Run 1, power grid:
The bar under the picture is 50 um long. Pins as bars on the die edge. Tap cells in gray.
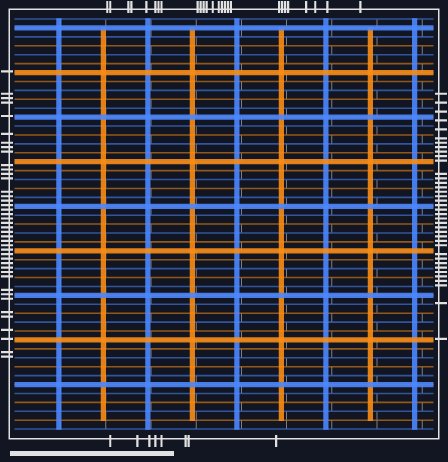
Run 1, cells colored by class:
The bar under the picture is 50 um long.
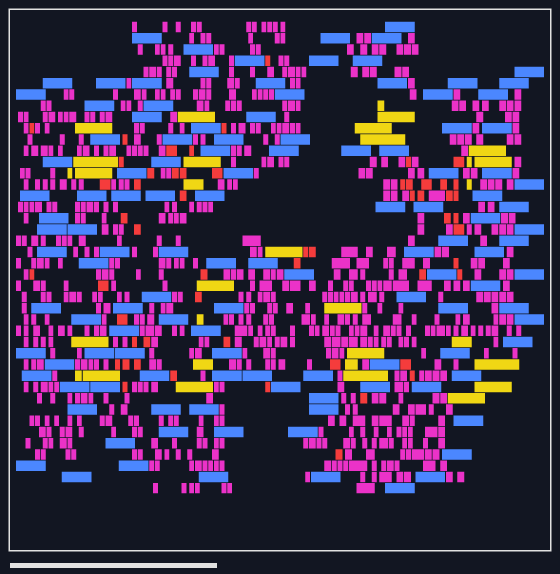
Run 1, routed clock nets over the placement:
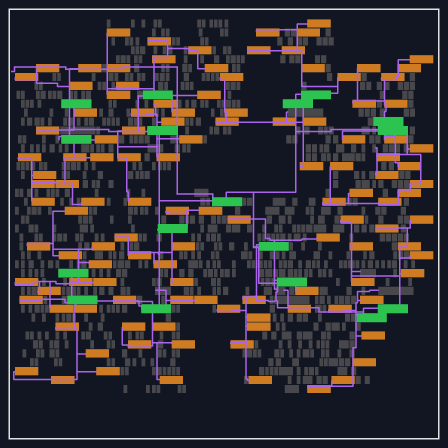
$ cat src/rtl/fp32_seq_pkg.sv
// Shared types and constants for the fp32 serial sequencer and its watchdog.
package fp32_seq_pkg;

    typedef enum logic [2:0] {
        S_IDLE      = 3'd0,
        S_START     = 3'd1,
        S_LOAD      = 3'd2,
        S_COMPUTE   = 3'd3,
        S_UNLOAD    = 3'd4,
        S_DONE_WAIT = 3'd5,
        S_RESP      = 3'd6
    } state_e;

    localparam int ERR_TIMEOUT = 0;
    localparam int ERR_PROTO   = 1;

    localparam int LOAD_BITS   = 64;
    localparam int UNLOAD_BITS = 32;

endpackage

$ cat src/rtl/fp32_seq_watchdog.sv
// Loadable down-counter; expires when it has counted TIMEOUT_CYCLES enabled cycles since clear.
module fp32_seq_watchdog #(
    parameter int unsigned TIMEOUT_CYCLES = 512
) (
    input  logic clk,
    input  logic reset,
    input  logic clear_i,
    input  logic en_i,
    output logic expired_o
);

    localparam int CW = $clog2(TIMEOUT_CYCLES + 1);

    logic [CW-1:0] count_q;

    // Loaded with TIMEOUT-1 so expiry shows in the last permitted cycle.
    always_ff @(posedge clk) begin
        if (reset) begin
            count_q <= '0;
        end else if (clear_i) begin
            count_q <= CW'(TIMEOUT_CYCLES - 1);
        end else if (en_i && (count_q != '0)) begin
            count_q <= count_q - CW'(1);
        end
    end

    assign expired_o = en_i && (count_q == '0);

endmodule

$ cat src/rtl/fp32_serial_sequencer.sv
// Host-side controller for the bit-serial add_float core: loads {A,B}, unloads the sum,
// reports flags and timeout/protocol errors over a valid/ready response channel.
module fp32_serial_sequencer
    import fp32_seq_pkg::*;
#(
    parameter int unsigned TIMEOUT_CYCLES = 512,
    parameter int unsigned OP_BITS        = 32
) (
    input  logic               clk,
    input  logic               reset,
    input  logic               req_valid,
    output logic               req_ready,
    input  logic [OP_BITS-1:0] req_a,
    input  logic [OP_BITS-1:0] req_b,
    output logic               res_valid,
    input  logic               res_ready,
    output logic [OP_BITS-1:0] res_sum,
    output logic               res_over,
    output logic               res_under,
    output logic [1:0]         res_err,
    output logic               busy,
    output logic               fp_go,
    output logic               fp_inpab,
    input  logic               fp_shift,
    input  logic               fp_out_c,
    input  logic               fp_over,
    input  logic               fp_under,
    input  logic               fp_done
);

    localparam int CNT_W = $clog2(LOAD_BITS + 1);

    state_e                 state_q, state_d;
    logic [LOAD_BITS-1:0]   sh_q, sh_d;
    logic [UNLOAD_BITS-1:0] res_q, res_d;
    logic [CNT_W-1:0]       cnt_q, cnt_d;
    logic                   over_q, over_d;
    logic                   under_q, under_d;
    logic [1:0]             err_q, err_d;

    logic wd_clear;
    logic wd_en;
    logic wd_expired;
    logic unload_last;

    assign wd_en       = (state_q != S_IDLE) && (state_q != S_RESP);
    assign unload_last = fp_shift && (cnt_q == CNT_W'(UNLOAD_BITS - 1));

    fp32_seq_watchdog #(
        .TIMEOUT_CYCLES(TIMEOUT_CYCLES)
    ) u_watchdog (
        .clk      (clk),
        .reset    (reset),
        .clear_i  (wd_clear),
        .en_i     (wd_en),
        .expired_o(wd_expired)
    );

    always_comb begin
        // NOTE: every output of this block gets a default first, so no branch can infer a latch.
        state_d  = state_q;
        sh_d     = sh_q;
        res_d    = res_q;
        cnt_d    = cnt_q;
        over_d   = over_q;
        under_d  = under_q;
        err_d    = err_q;
        wd_clear = 1'b0;

        case (state_q)
            S_IDLE: begin
                if (req_valid) begin
                    sh_d     = {req_a, req_b};
                    cnt_d    = '0;
                    res_d    = '0;
                    over_d   = 1'b0;
                    under_d  = 1'b0;
                    err_d    = '0;
                    wd_clear = 1'b1;
                    state_d  = S_START;
                end
            end
            S_START: state_d = S_LOAD;
            S_LOAD: begin
                if (fp_done) begin
                    err_d[ERR_PROTO] = 1'b1;
                    state_d          = S_RESP;
                end else if (fp_shift) begin
                    sh_d = {sh_q[LOAD_BITS-2:0], 1'b0};
                    if (cnt_q == CNT_W'(LOAD_BITS - 1)) begin
                        cnt_d   = '0;
                        state_d = S_COMPUTE;
                    end else begin
                        cnt_d = cnt_q + CNT_W'(1);
                    end
                end
            end
            S_COMPUTE: begin
                if (fp_done) begin
                    err_d[ERR_PROTO] = 1'b1;
                    state_d          = S_RESP;
                end else if (fp_shift) begin
                    res_d   = {res_q[UNLOAD_BITS-2:0], fp_out_c};
                    cnt_d   = CNT_W'(1);
                    state_d = S_UNLOAD;
                end
            end
            S_UNLOAD: begin
                if (fp_shift) begin
                    res_d = {res_q[UNLOAD_BITS-2:0], fp_out_c};
                    cnt_d = cnt_q + CNT_W'(1);
                end
                // A done pulse is legitimate only together with the final strobe.
                if (fp_done && unload_last) begin
                    over_d  = fp_over;
                    under_d = fp_under;
                    state_d = S_RESP;
                end else if (fp_done) begin
                    err_d[ERR_PROTO] = 1'b1;
                    state_d          = S_RESP;
                end else if (unload_last) begin
                    state_d = S_DONE_WAIT;
                end
            end
            S_DONE_WAIT: begin
                if (fp_done) begin
                    over_d  = fp_over;
                    under_d = fp_under;
                    state_d = S_RESP;
                end
            end
            S_RESP: begin
                if (res_ready) state_d = S_IDLE;
            end
            default: state_d = S_IDLE;
        endcase

        // A hung core overrides whatever the core did in the expiring cycle.
        if (wd_expired) begin
            res_d              = '0;
            over_d             = 1'b0;
            under_d            = 1'b0;
            err_d              = '0;
            err_d[ERR_TIMEOUT] = 1'b1;
            state_d            = S_RESP;
        end
    end

    // NOTE: non-blocking assignments so every register samples the pre-edge values of the others.
    always_ff @(posedge clk) begin
        if (reset) begin
            // NOTE: datapath registers are reset too, because res_sum must read 0 straight out of reset.
            state_q <= S_IDLE;
            sh_q    <= '0;
            res_q   <= '0;
            cnt_q   <= '0;
            over_q  <= 1'b0;
            under_q <= 1'b0;
            err_q   <= '0;
        end else begin
            state_q <= state_d;
            sh_q    <= sh_d;
            res_q   <= res_d;
            cnt_q   <= cnt_d;
            over_q  <= over_d;
            under_q <= under_d;
            err_q   <= err_d;
        end
    end

    assign req_ready = (state_q == S_IDLE);
    assign busy      = (state_q != S_IDLE);
    assign fp_go     = (state_q == S_START);
    assign fp_inpab  = (state_q == S_LOAD) && sh_q[LOAD_BITS-1];
    assign res_valid = (state_q == S_RESP);
    assign res_sum   = res_q;
    assign res_over  = over_q;
    assign res_under = under_q;
    assign res_err   = err_q;

endmodule
$ cat config.mk
export PLATFORM = sky130hd
export DESIGN_NAME = fp32_serial_sequencer
export DESIGN_NICKNAME = d
export VERILOG_FILES = /design/src/rtl/fp32_seq_pkg.sv /design/src/rtl/fp32_seq_watchdog.sv /design/src/rtl/fp32_serial_sequencer.sv
export SDC_FILE = /design/constraint.sdc
export NUM_CORES = 1
export LEC_CHECK = 0
export ABC_AREA = 1
export CAP_MARGIN = 0
export CORE_UTILIZATION = 35
export CTS_CLUSTER_SIZE = 28
export DETAILED_ROUTE_END_ITERATION = 12
export DONT_BUFFER_PORTS = 1
export GPL_TIMING_DRIVEN = 0
export PLACE_DENSITY_LB_ADDON = 0.3
export SLEW_MARGIN = 20
export SYNTH_ARGS = -nofsm -noshare
export SYNTH_HDL_FRONTEND = slang
export SYNTH_SLANG_ARGS = --single-unit
$ cat constraint.sdc
create_clock -name clk -period 2.9 [get_ports clk]
set_input_delay 0.58 -clock clk [delete_from_list [all_inputs] [get_ports clk]]
set_output_delay 0.58 -clock clk [all_outputs]
set_load 0.02 [all_outputs]
==> out/metrics.cfg, run 1 <==
[outcome]
outcome = finished clean

[job]
warning_count = 27

[timing]
min_period_ns = 2.64
finalMaxSlewViolations = 0
slew_headroom = 0.623

[layout]
flops = 120
ff_latch_area_um2 = 2400
dominant_cells = multi-input combinational cells
nClkBuffers = 23
layout.nonclk_buf_frac = 0.0410
comb_share = 0.445
inverters_excl_clock = 38
nNonClkBuffers = 55

[place]
portBuffers = 0
dp.cells = 1104
globalplace.congestion = 0.839

[die]
io_pins = 114

[critical_path]
crit_family = buffers and inverters
crit_end = fp_inpab
crit_slowest_cell = buf_2
cp.required_ns = 2.32
critPathLaunch = state_q[2]$_SDFFE_PP0P_
slowest_delay_ns = 0.31

[routing]
drcViolationCount = 0
top_layer_used = met4
first_pass_iters = 5
drt-vias-per-instance = 4.81

[yosys]
synth_nets = 964
yosys-stat-cells = 888
ys_sh_mux = 0
avgSynthCellArea_um2 = 6.52

[pwr]
leakage_nw = 2.97
switching_share = 0.405
power.group.top = combinational logic

[clocking]
post_cts_resized = 0
tritoncts = built
htreeDepth = 4
clockRootBuffer = clkbuf_16

[global_route]
use_met1 = 0.228

## Picture notes: 'power grid'
Key: orange = VDD; blue = VSS
114 signal pins sit on the boundary. 9 straps on met4. The core has 46 rows. 47 met1 rails follow the rows. 9 straps on met5.
Die X: 131 um
Die Height: 131 um
core area: 16,000 um^2
peak supply drop: 0.000667 V

## Picture notes: 'cells colored by class'
Key: red = other buffers and delay cells [cells 55, share of their area 4.3%]; magenta = combinational and other logic [cells 713, share of their area 49%]; blue = flops [cells 120, share of their area 37%]; yellow = clock drivers and dummy loads [cells 31, share of their area 9.7%]
sequential share of cell area: 0.359
final instance area: 6680 um^2
row count: 46
final core area utilization: 0.418

## Picture notes: 'routed clock nets over the placement'
Key: purple = clock wires [length 1,700 um]; orange = flip-flops [count 120]; green = clock drivers [count 17]
Position of the flops: all over the die. There are 18 routed clock nets.
Final Skew: 0.00753 ns
clock share of power: 0.279
Clock Latency Late Sink: 0.42 ns
clock group power: 2.24 mW

## run 1: per-stage QoR
stage	setup slack, ns	power (mW)	cell area [um^2]	util
5_1_grt	0.117	8.73	6680	0.418
6_report	0.258	8.04	6680	0.418
3_3_place_gp	0.525	5.81	6060	0.379
3_5_place_dp	0.523	5.83	6060	0.379
2_1_floorplan	1.03	5.08	5790	-
4_1_cts	0.0776	8.09	6680	0.418
## run 1: synthesized netlist by cell type
| master | n |
|---|---|
| nand3b_1 | 1 |
| nand2_2 | 3 |
| o21ai_2 | 2 |
| xnor2_1 | 2 |
| nand4_1 | 6 |
| o21ai_0 | 96 |
| buf_1 | 3 |
| nand2_1 | 259 |
| nor2_4 | 2 |
| o21ai_1 | 15 |
| buf_4 | 10 |
| nand2_4 | 1 |
| a21oi_1 | 54 |
| clkinv_1 | 2 |
| clkbuf_1 | 18 |
| buf_2 | 24 |
| nor2_1 | 158 |
| nand4_2 | 1 |
| ha_1 | 3 |
| nand3_1 | 57 |
| nand2b_1 | 1 |
| dfxtp_1 | 120 |
| nor3b_1 | 1 |
| inv_2 | 8 |
| nand3_2 | 1 |
| nor2_2 | 4 |
| xor2_1 | 6 |
| inv_1 | 28 |
| nor3_1 | 2 |
## run 1: state kept, by name, summed over array words and instances, names as in the netlist
name and flops:
res_sum 32, res_err 2, u_watchdog.count_q 10, sh_q 64, state_q 3, res_under 1
cnt_q 7, res_over 1
## run 1: cell usage in the layout (no fill, tap or decap), types with 4 or more instances in the layout
cell / instances
a21oi_1: 54
buf_2: 24
buf_4: 10
bufinv_16: 4
clkbuf_1: 21
clkbuf_16: 17
dfxtp_1: 120
inv_1: 28
inv_2: 8
nand2_1: 259
nand3_1: 57
nand4_1: 6
nor2_1: 157
nor2_2: 5
o21ai_0: 96
o21ai_1: 15
xor2_1: 6
==> run 2, diff against run 1 <==
--- a/config.mk
+++ b/config.mk
@@ -7,12 +7,13 @@
 export LEC_CHECK = 0
 export ABC_AREA = 1
 export CAP_MARGIN = 0
-export CORE_UTILIZATION = 35
+export CORE_UTILIZATION = 50
 export CTS_CLUSTER_SIZE = 28
 export DETAILED_ROUTE_END_ITERATION = 12
 export DONT_BUFFER_PORTS = 1
 export GPL_TIMING_DRIVEN = 0
 export PLACE_DENSITY_LB_ADDON = 0.3
+export SETUP_SLACK_MARGIN = 0.05
 export SLEW_MARGIN = 20
 export SYNTH_ARGS = -nofsm -noshare
 export SYNTH_HDL_FRONTEND = slang
Run 2, routed clock nets over the placement:
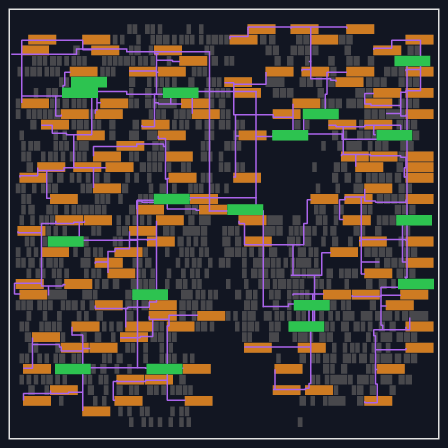
Key: purple = clock wires [length 1,580 um]; green = clock drivers [count 17]; orange = flip-flops [count 120]
There are 18 routed clock nets. Position of the flops: all over the die.

==> run 2 against run 1 <==
Sequential share of layout area grew 1.0 points. Utilization grew 17 points. Clock power shrank 16%. Setup slack worse by 0.021 ns. Synthesized cell count is the same. Worst hold slack worse by 0.0085 ns. Via count rose by 0.82%. Global-route usage is 6.0 points higher. Sequential cell count stayed put. Wire length shrank 7.0%. Sequential power barely moved.
==> out/metrics.cfg, run 2 <==
[timing]
finalMaxSlewViolations = 0
finalClockPeriodUsage = 0.918
slew_headroom = 0.619
clock-skew-final_ns = 0.00619
min_period_ns = 2.66

[clocking]
clockRootBuffer = clkbuf_16
htreeDepth = 4
post_cts_resized = 0
clock.latency.late_pin_ns = 0.42
cts-buffers-inserted = 17
tritoncts = built

[critical_path]
cp.required_ns = 2.32
critPathLaunch = state_q[2]$_SDFFE_PP0P_
crit_family = buffers and inverters
crit_end = fp_inpab
end_kind = output pin
slowest_delay_ns = 0.32
arrival_ns = 2.08
crit_slowest_cell = buf_2

[pwr]
leakage_nw = 2.92
irDropWorstVdd_v = 0.000687
p_total_mw = 7.66

[outcome]
outcome = finished clean

[yosys]
top_cells_by_count = nand2_1, nor2_1, dfxtp_1, o21ai_0, nand3_1
avgSynthCellArea_um2 = 6.52
flop_cell = dfxtp_1
synth_top_cell_by_count = nand2_1
synth_nets = 964
yosys-stat-cells = 888

[die]
io_pins = 114
fp.dieH_um = 110
die_w_um = 110

[job]
warning_count = 27

[layout]
ff_latch_area_um2 = 2400
largest_reg_flops = 64
final_common_cell = nand2_1
regMostFlops = sh_q
mostFrequentLayoutCells = nand2_1, nor2_1, dfxtp_1, o21ai_0, nand3_1

[place]
portBuffers = 0

[routing]
drt-vias-per-instance = 5.20
wire_per_inst_um = 13.0

Run 2, power grid:
The bar under the picture is 20 um long. Pins as bars on the die edge. Tap cells in gray.
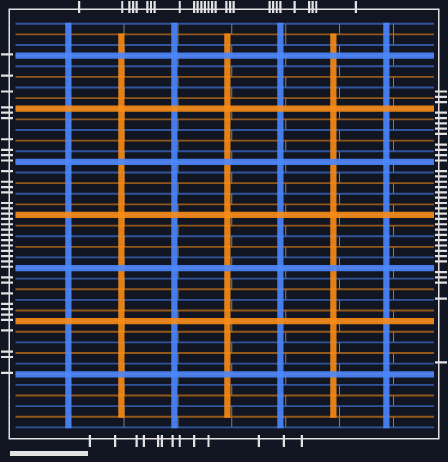
Key: orange = VDD; blue = VSS
140 tap cells. 39 met1 rails follow the rows. 7 straps on met4. 7 straps on met5. The core has 38 rows.

[run 2: cell counts after synthesis]
No cell type changed its count.
[run 2: how the worst min path moves through the flow]
stage / to / slack (ns) / cells past startpoint
floorplan: sh_q[63]$_SDFFE_PP0P_ / 0.43 / 2
global placement: sh_q[63]$_SDFFE_PP0P_ / 0.44 / 2
detailed placement: sh_q[63]$_SDFFE_PP0P_ / 0.45 / 2
CTS: u_watchdog.count_q[2]$_SDFFE_PP0P_ / 0.21 / 1
global route: u_watchdog.count_q[4]$_SDFFE_PP0P_ / 0.21 / 1
finish: u_watchdog.count_q[2]$_SDFFE_PP0P_ / 0.22 / 1
[run 2: final cells by class]
class	count	area share
Multi-Input combinational cell	675	0.458
Sequential cell	120	0.370
Clock buffer	28	0.0795
Buffer	55	0.0422
Tap cell	140	0.0270
Inverter	38	0.0220
Clock inverter	2	0.00193
[run 2: through the flow]
stage                      util  instances  worst slack [ns]  instance area [um^2]
after detailed placement  0.538       1028             0.565                  5960
after global placement    0.538       1028             0.565                  5960
after floorplan               -        888              1.03                  5790
after global routing      0.586       1058             0.133                  6500
after CTS                 0.586       1058             0.122                  6490
final                     0.586       1058             0.237                  6500
[run 2: metal layers]
layer,up-vias,share of wire,track usage
met2,156,0.44,0.372
met4,0,0.014,0.0838
met5,-,0,0
li1,2884,-,-
met1,2448,0.46,0.295
met3,16,0.084,0.0931
[run 2: power by group]
part           switching [mW]  internal (mW)
clock                   0.701           1.19
combinational            2.13           1.04
sequential              0.356           2.24
total                    3.19           4.48
[run 2: cells by family after synthesis]
logic type / Yosys count / share of synthesized area
AND-OR/OR-AND: 167 / 0.146
XOR/XNOR: 8 / 0.0121
adder cells (fa/ha/maj): 3 / 0.00648
buffers and inverters: 93 / 0.0720
flip-flops: 120 / 0.415
AND/OR/NAND/NOR: 497 / 0.349
==> run 3, diff against run 2 <==
--- a/config.mk
+++ b/config.mk
@@ -7,7 +7,8 @@
 export LEC_CHECK = 0
 export ABC_AREA = 1
 export CAP_MARGIN = 0
-export CORE_UTILIZATION = 50
+export CORE_MARGIN = 5
+export CORE_UTILIZATION = 55
 export CTS_CLUSTER_SIZE = 28
 export DETAILED_ROUTE_END_ITERATION = 12
 export DONT_BUFFER_PORTS = 1
Run 3, cell outlines without signal wires:
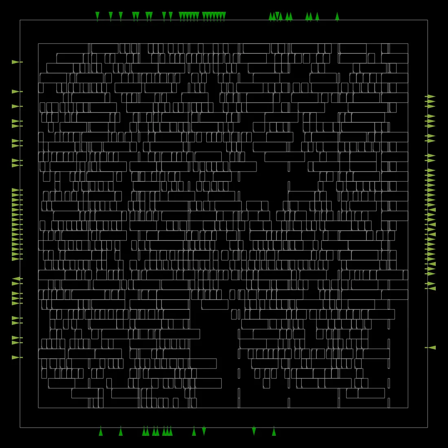
core area: 10,300 um^2
final core area utilization: 0.641

==> run 3 against run 2 <==
Worst hold slack got worse by 0.090 ns. Utilization rose by 5.5 points. Via count rose by 0.84%. Final cell count fell by 0.19%. Area after synthesis did not move. Sequential share of layout area fell by 0.54 points. Power rose by 4.2%. Clock skew rose by 0.0015 ns. Register-to-register slack got worse by 0.02 ns.
==> out/metrics.cfg, run 3 <==
[critical_path]
arrival_ns = 2.03
slowest_delay_ns = 0.30
cp.required_ns = 2.32

[routing]
wire_per_inst_um = 13.4
first_pass_iters = 5

[clocking]
cts-buffers-inserted = 17
clockRootBuffer = clkbuf_8
clock.latency.late_pin_ns = 0.51

[die]
rows = 37
io_pins = 114

[place]
portBuffers = 0
dp_slack_ns = 0.570
place_area_um2 = 5960

[timing]
fin_ws_ns = 0.294
clock-skew-final_ns = 0.00769
min_period_ns = 2.61

[pwr]
leakage_nw = 2.97
power.group.top = combinational logic
switching_share = 0.410
p_seq_frac = 0.325
p_total_mw = 7.99
clkPwrFrac = 0.276

[yosys]
flop_cell = dfxtp_1
top_cells_by_count = nand2_1, nor2_1, dfxtp_1, o21ai_0, nand3_1
avgSynthCellArea_um2 = 6.52
synth_top_cell_by_count = nand2_1
synth-edff-count = 0

[outcome]
outcome = finished clean

[min_path]
holdPathStages = 1

[layout]
final_common_cell = nand2_1

[job]
warning_count = 27

Run 3, signal wires by layer:
The bar under the picture is 20 um long. Only two layers are drawn.
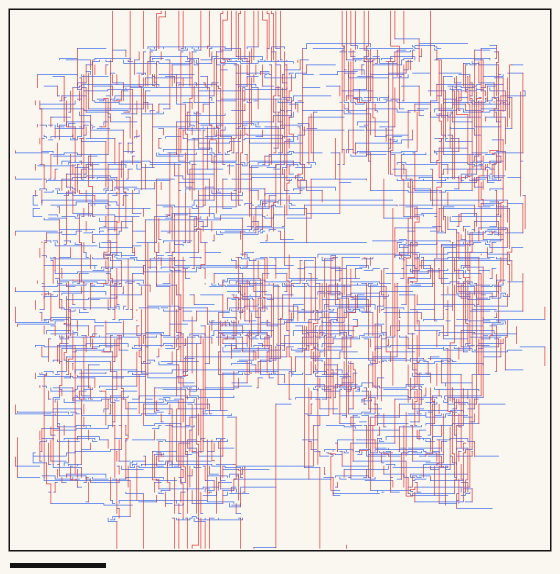
Key: blue = metal 1 [wire length 6,320 um]; red = metal 2 [wire length 6,510 um]

==> run 3: netlist changes by cell type in the layout (fill, tap and decap cells not counted), moves of 2 or more <==
cell / change
bufinv_16: +4
clkbuf_8: -3
clkinv_4: +4
inv_6: +2
clkbuf_1: -6
==> run 3: cell families (layout without fill, tap and decap cells) <==
kind of cell    Yosys count  count (layout)  synth area share
fa+ha+maj                 3               3           0.00648
compound gates          167             167             0.146
buf+inv                  93             125            0.0720
flops                   120             120             0.415
xor+xnor                  8               8            0.0121
simple gates            497             497             0.349
==> run 3: timing repair <==
item / CTS / global route
cloned: 0 / 0
endpoints found under the setup margin: 1 / 1
resized: 1 / 1
==> run 3: worst max-delay path by stage <==
stage / startpoint / end / slack (ns) / cells past startpoint
after floorplan: state_q[2]$_SDFFE_PP0P_ / fp_inpab / 1.03 / 6
after global placement: state_q[2]$_SDFFE_PP0P_ / fp_inpab / 0.55 / 6
after detailed placement: state_q[2]$_SDFFE_PP0P_ / fp_inpab / 0.57 / 6
after CTS: state_q[2]$_SDFFE_PP0P_ / fp_inpab / 0.14 / 6
after global routing: state_q[2]$_SDFFE_PP0P_ / fp_inpab / 0.21 / 6
final: state_q[2]$_SDFFE_PP0P_ / fp_inpab / 0.29 / 6
==> run 3: cell type report <==
class                           instances  area, um^2
Inverter                               38         143
Buffer                                 55         274
Multi-Input combinational cell        675        2980
Tap cell                              136         170
Clock buffer                           18         428
Clock inverter                         14         198
Fill cell                             993        3680
Sequential cell                       120        2400
==> run 3: metal layers <==
metal / track usage / vias up / part of all wire
met3: 0.0690 / 16 / 0.079
met4: 0.0665 / 0 / 0.015
met2: 0.352 / 156 / 0.46
met5: 0 / - / 0
li1: - / 2893 / -
met1: 0.276 / 2485 / 0.45
Power is estimated from default activity; no workload was simulated.
